$ cat src/rtl/rc4_pkg.sv
// Shared definitions for the rc4 key path.
//   RC4_KEY_SIZE   : default key length in bytes, shared with the rc4 core
//   loader_state_e : rc4_key_loader FSM state encodings
package rc4_pkg;

  localparam int unsigned RC4_KEY_SIZE = 16;

  typedef enum logic [2:0] {
    ST_IDLE     = 3'd0,
    ST_LOAD     = 3'd1,
    ST_CORE_RST = 3'd2,
    ST_FEED     = 3'd3,
    ST_WAIT     = 3'd4,
    ST_RUN      = 3'd5
  } loader_state_e;

endpackage

$ cat src/rtl/rc4_key_buf.sv
// KEY_SIZE x 8 key register file for rc4_key_loader.
//   clk, rst : clock; async active-high reset (clears contents only when
//              RC4_KEY_ZEROIZE_EN is defined)
//   we, waddr, wdata : synchronous write port
//   raddr, rdata     : combinational read port
//   clear            : synchronous clear of all entries (RC4_KEY_ZEROIZE_EN
//                      only; ignored otherwise)
module rc4_key_buf #(
  parameter int unsigned KEY_SIZE = 16,
  parameter int unsigned AW       = (KEY_SIZE > 1) ? $clog2(KEY_SIZE) : 1
) (
  input  logic          clk,
  input  logic          rst,
  input  logic          we,
  input  logic [AW-1:0] waddr,
  input  logic [7:0]    wdata,
  input  logic [AW-1:0] raddr,
  output logic [7:0]    rdata,
  input  logic          clear
);

  logic [7:0] mem [KEY_SIZE];

`ifdef RC4_KEY_ZEROIZE_EN
  always_ff @(posedge clk or posedge rst) begin
    if (rst) begin
      mem <= '{default: '0};
    end else if (clear) begin
      mem <= '{default: '0};
    end else if (we) begin
      mem[waddr] <= wdata;
    end
  end
`else
  // Key persists until overwritten; reset and clear have no effect here.
  logic unused_ctl;
  assign unused_ctl = rst | clear;

  always_ff @(posedge clk) begin
    if (we) begin
      mem[waddr] <= wdata;
    end
  end
`endif

  assign rdata = mem[raddr];

endmodule

$ cat src/rtl/rc4_key_loader.sv
// Key loader in front of the rc4 PRGA core. Buffers a host key received over
// a valid/ready byte interface, holds the core in reset, then streams the key
// on core_key so the core samples buf[n] on the (n+1)th edge after core_rst
// falls. Re-keying is accepted while the core runs.
//   clk, rst   : clock; async active-high reset
//   key_byte, key_valid, key_ready : host byte stream (transfer = valid & ready)
//   core_rst   : registered reset to the rc4 core
//   core_key   : registered drive of the core's password input
//   core_ready : the core's output_ready
//   keyed      : core runs on the current key and its keystream is valid
//   busy       : loader is in LOAD, CORE_RST, FEED or WAIT
// Optional: define RC4_KEY_ZEROIZE_EN to wipe the buffer once the key has been
// handed to the core (and on rst), and to hold core_key at 0 outside feeding.
module rc4_key_loader #(
  parameter int unsigned KEY_SIZE   = rc4_pkg::RC4_KEY_SIZE,
  parameter int unsigned RST_CYCLES = 2
) (
  input  logic       clk,
  input  logic       rst,
  input  logic [7:0] key_byte,
  input  logic       key_valid,
  output logic       key_ready,
  output logic       core_rst,
  output logic [7:0] core_key,
  input  logic       core_ready,
  output logic       keyed,
  output logic       busy
);

  import rc4_pkg::*;

  localparam int unsigned CW = $clog2(KEY_SIZE + 1);
  localparam int unsigned AW = (KEY_SIZE > 1) ? $clog2(KEY_SIZE) : 1;
  localparam int unsigned TW = (RST_CYCLES > 1) ? $clog2(RST_CYCLES) : 1;
  localparam logic [CW-1:0] CNT_ONE  = CW'(1);
  localparam logic [CW-1:0] CNT_LAST = CW'(KEY_SIZE - 1);
  localparam logic [TW-1:0] TMR_ONE  = TW'(1);
  localparam logic [TW-1:0] TMR_LAST = TW'(RST_CYCLES - 1);
  localparam bit            ONE_BYTE = (KEY_SIZE == 1);

  loader_state_e state_q, state_d;
  logic [CW-1:0] count_q, count_d;
  logic [CW-1:0] idx_q, idx_d;
  logic [TW-1:0] timer_q, timer_d;
  logic          key_ready_q, key_ready_d;
  logic          core_rst_q, core_rst_d;
  logic [7:0]    core_key_q, core_key_d;
  logic          keyed_q, keyed_d;
  logic          busy_q, busy_d;

  logic          xfer;
  logic          buf_we;
  logic          buf_clear;
  logic [AW-1:0] buf_waddr;
  logic [AW-1:0] buf_raddr;
  logic [7:0]    buf_rdata;

  assign xfer      = key_valid & key_ready_q;
  assign buf_we    = xfer;
  assign buf_waddr = (state_q == ST_LOAD) ? count_q[AW-1:0] : '0;
  assign buf_raddr = (state_q == ST_FEED) ? idx_q[AW-1:0] : '0;

  rc4_key_buf #(
    .KEY_SIZE (KEY_SIZE),
    .AW       (AW)
  ) u_buf (
    .clk   (clk),
    .rst   (rst),
    .we    (buf_we),
    .waddr (buf_waddr),
    .wdata (key_byte),
    .raddr (buf_raddr),
    .rdata (buf_rdata),
    .clear (buf_clear)
  );

  always_comb begin
    state_d    = state_q;
    count_d    = count_q;
    idx_d      = idx_q;
    timer_d    = timer_q;
    core_rst_d = core_rst_q;
    core_key_d = core_key_q;
    keyed_d    = keyed_q;
    buf_clear  = 1'b0;
`ifdef RC4_KEY_ZEROIZE_EN
    core_key_d = '0;
`endif

    unique case (state_q)
      ST_IDLE: begin
        if (xfer) begin
          count_d    = CNT_ONE;
          timer_d    = '0;
          core_rst_d = 1'b1;
          state_d    = ONE_BYTE ? ST_CORE_RST : ST_LOAD;
        end
      end
      ST_LOAD: begin
        if (xfer) begin
          if (count_q == CNT_LAST) begin
            timer_d    = '0;
            core_rst_d = 1'b1;
            state_d    = ST_CORE_RST;
          end else begin
            count_d = count_q + CNT_ONE;
          end
        end
      end
      ST_CORE_RST: begin
        if (timer_q == TMR_LAST) begin
          // buf[0] is presented together with the core_rst fall so that the
          // core's first KEYREAD edge sees it.
          core_rst_d = 1'b0;
          core_key_d = buf_rdata;
          idx_d      = CNT_ONE;
          state_d    = ONE_BYTE ? ST_WAIT : ST_FEED;
`ifdef RC4_KEY_ZEROIZE_EN
          buf_clear  = ONE_BYTE;
`endif
        end else begin
          timer_d = timer_q + TMR_ONE;
        end
      end
      ST_FEED: begin
        core_key_d = buf_rdata;
        if (idx_q == CNT_LAST) begin
          state_d = ST_WAIT;
`ifdef RC4_KEY_ZEROIZE_EN
          buf_clear = 1'b1;
`endif
        end else begin
          idx_d = idx_q + CNT_ONE;
        end
      end
      ST_WAIT: begin
        core_key_d = '0;
        if (core_ready) begin
          keyed_d = 1'b1;
          state_d = ST_RUN;
        end
      end
      ST_RUN: begin
        keyed_d = core_ready;
        if (xfer) begin
          // Old key keeps running in the core until CORE_RST is entered.
          count_d = CNT_ONE;
          timer_d = '0;
          keyed_d = 1'b0;
          if (ONE_BYTE) begin
            core_rst_d = 1'b1;
          end
          state_d = ONE_BYTE ? ST_CORE_RST : ST_LOAD;
        end
      end
      default: begin
        state_d = ST_IDLE;
      end
    endcase

    key_ready_d = state_d inside {ST_IDLE, ST_LOAD, ST_RUN};
    busy_d      = state_d inside {ST_LOAD, ST_CORE_RST, ST_FEED, ST_WAIT};
  end

  always_ff @(posedge clk or posedge rst) begin
    if (rst) begin
      state_q     <= ST_IDLE;
      count_q     <= '0;
      idx_q       <= '0;
      timer_q     <= '0;
      key_ready_q <= 1'b1;
      core_rst_q  <= 1'b1;
      core_key_q  <= '0;
      keyed_q     <= 1'b0;
      busy_q      <= 1'b0;
    end else begin
      state_q     <= state_d;
      count_q     <= count_d;
      idx_q       <= idx_d;
      timer_q     <= timer_d;
      key_ready_q <= key_ready_d;
      core_rst_q  <= core_rst_d;
      core_key_q  <= core_key_d;
      keyed_q     <= keyed_d;
      busy_q      <= busy_d;
    end
  end

  assign key_ready = key_ready_q;
  assign core_rst  = core_rst_q;
  assign core_key  = core_key_q;
  assign keyed     = keyed_q;
  assign busy      = busy_q;

  // The core must never drop output_ready while it is running.
  core_ready_held_in_run: assert property (
    @(posedge clk) disable iff (rst) (state_q == ST_RUN) |-> core_ready
  );

endmodule

$ cat config.mk
export PLATFORM = sky130hd
export DESIGN_NAME = rc4_key_loader
export DESIGN_NICKNAME = d
export VERILOG_FILES = /design/src/rtl/rc4_pkg.sv /design/src/rtl/rc4_key_buf.sv /design/src/rtl/rc4_key_loader.sv
export SDC_FILE = /design/constraint.sdc
export NUM_CORES = 1
export LEC_CHECK = 0
export CAP_MARGIN = 20
export CORE_MARGIN = 2
export CORE_UTILIZATION = 23
export CTS_CLUSTER_DIAMETER = 50
export CTS_CLUSTER_SIZE = 24
export DETAILED_ROUTE_END_ITERATION = 7
export SLEW_MARGIN = 20
export SYNTH_ARGS = -nofsm -noshare
export SYNTH_HDL_FRONTEND = slang
export SYNTH_SLANG_ARGS = --single-unit
$ cat constraint.sdc
create_clock -name clk -period 3.34 [get_ports clk]
set_clock_uncertainty 0.05 [all_clocks]
set_input_delay 0.501 -clock clk [delete_from_list [all_inputs] [get_ports clk]]
set_output_delay 0.501 -clock clk [all_outputs]
set_load 0.05 [all_outputs]
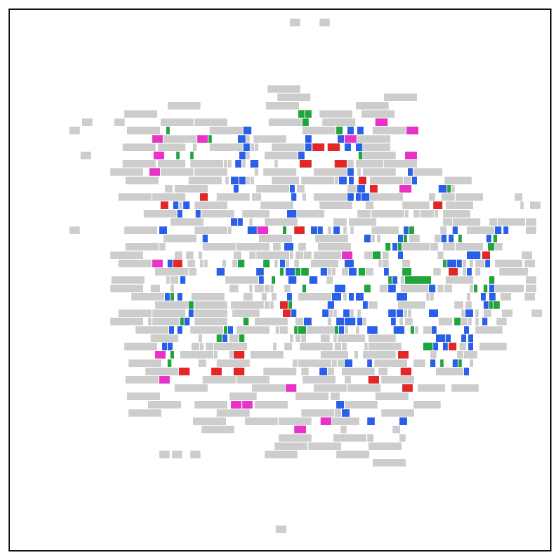
*Gate families picked out*
Blue is aoi and oai cells, cells 132. Green is nand cells, cells 55. Magenta is mux cells, cells 19. Red is non-inverting ao/oa cells, cells 24.

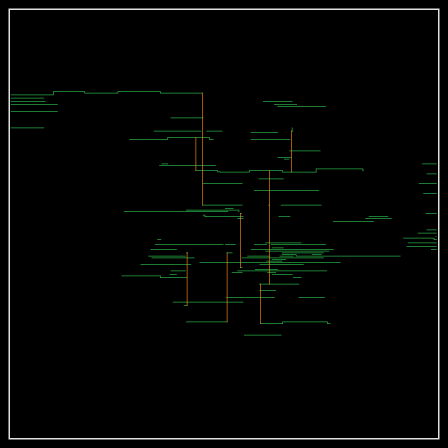
*Routed metal, one color a layer*
Two of the layers only.
Orange is metal 4, wire length 213 µm. Green is metal 3, wire length 1380 µm.
final wirelength: 18.35 mm
Total Routing Usage GR: 12.01%
routed len/inst: 18.48 µm

through the flow:
stage / util, % / hold slack [ns] / area, µm²
5_1_grt: 27.92 / 0.4328 / 8254
6_report: 27.92 / 0.3989 / 8254
3_5_place_dp: 25.93 / 0.4211 / 7665
2_1_floorplan: - / 0.3985 / 6872
4_1_cts: 27.92 / 0.4010 / 8254
3_3_place_gp: 25.93 / 0.4139 / 7665
worst paths after layout:
kind,startpoint,endpoint,slack [ns],cells past startpoint
worst max-delay path,state_q[1],core_key[5],0.61,5
worst min-delay path,rst,state_q[2],0.40,3
worst max register to register,state_q[1],core_key[5],0.61,5
worst min register to register,idx_q[4],idx_q[4],0.43,2
max in group asynchronous,rst,core_rst,2.53,3
min in group clk,idx_q[4],idx_q[4],0.43,2
==> qor.csv <==
metric,value,unit
outcome,completed,
numCtsBuffers,17,
mostFrequentLayoutCell,edfxtp_1,
register_area,4498,µm²
mi_logic_area,2130,µm²
busiest_layer,met2,
hold_viol,0,
synthToLayoutAreaGrowth,20.12,%
nWellTaps,390,
synth_cell_types,57,
worstSetupPathType,register to register,
fin_nets,606,
lay_top_cells,"edfxtp_1, nor2_1, buf_4",
pwr.group.clock,1940,µW
clk_pin_slew_worst_paths,0.06,ns
xor_share,0.2549,%
hp-class,input pin to async pin,
maxCapViolCount,0,
fmax,367.0,MHz
buffers,57,
clk-insertion-delay-late,0.44,ns
cts_setup_buffers,0,
ys_chip_area,6872,µm²
die_width,176.9,µm
root_buffer,clkbuf_16,
mux_share,2.877,%
use_met1,17.12,%
fin_ws,0.6149,ns
most_common_cell,edfxtp_1,
crit_buf_inv,0,
fill_cells,3042,
drc,0,
cts_tree,built,
drive_above_1_share,12.44,%
synthFlopType,edfxtp_1,
p_seq,2690,µW
top_cell_area_share,55.94,%
largest_register,u_buf.mem,
slowest_delay,0.77,ns
synth_cells,554,
adder_share,0.7283,%
gr-usage-met3,3.930,%
die_h,176.9,µm
wl_met2,8.111,mm
ir_drop,0.3843,mV
gp_congestion,0.8544,
cp.arrival,3.04,ns
comb_share,25.80,%
p_sw_share,37.71,%
avgSynthCellArea,12.40,µm²
crit_slowest_cell,dfrtp_1,
top_cells_by_area,"edfxtp_1, dfrtp_1, nor2_1",
grt_start_max_net_pins,51,
slew_viol_final,0,
power_frac_seq,38.8,%
cp.required,3.66,ns
bufAreaShareNonClock,5.881,%
cts_buffer_depth,2,
power_frac_clock,27.9,%
antenna_left,0,
nNonClkInverters,17,
place_inst,961,
io_buffer_count,23,
firstDrtPassIters,7,
ys_sh_aoi,15.24,%
cp-end-kind,register,
yosys.area.top_type,edfxtp_1,
nClkBuffers,17,
io_pins,24,
edf_count,128,
syn-num-nets,570,
dominant-cell-class,sequential cells,
async_flop_share,16.88,%
top_power_group,sequential cells,
internal_power,4322,µW
switchingPower,2616,µW
tns,0,ns
synth_seq_share,65.44,%
powerComb,2310,µW
critical-path-top-delay-family,simple AND/OR/NAND/NOR gates,
antenna_found_initial,0,
largest_reg_flops,128,
vias_per_cell,4.744,
Power figures rest on the tool's default switching activity, not on a simulated workload.
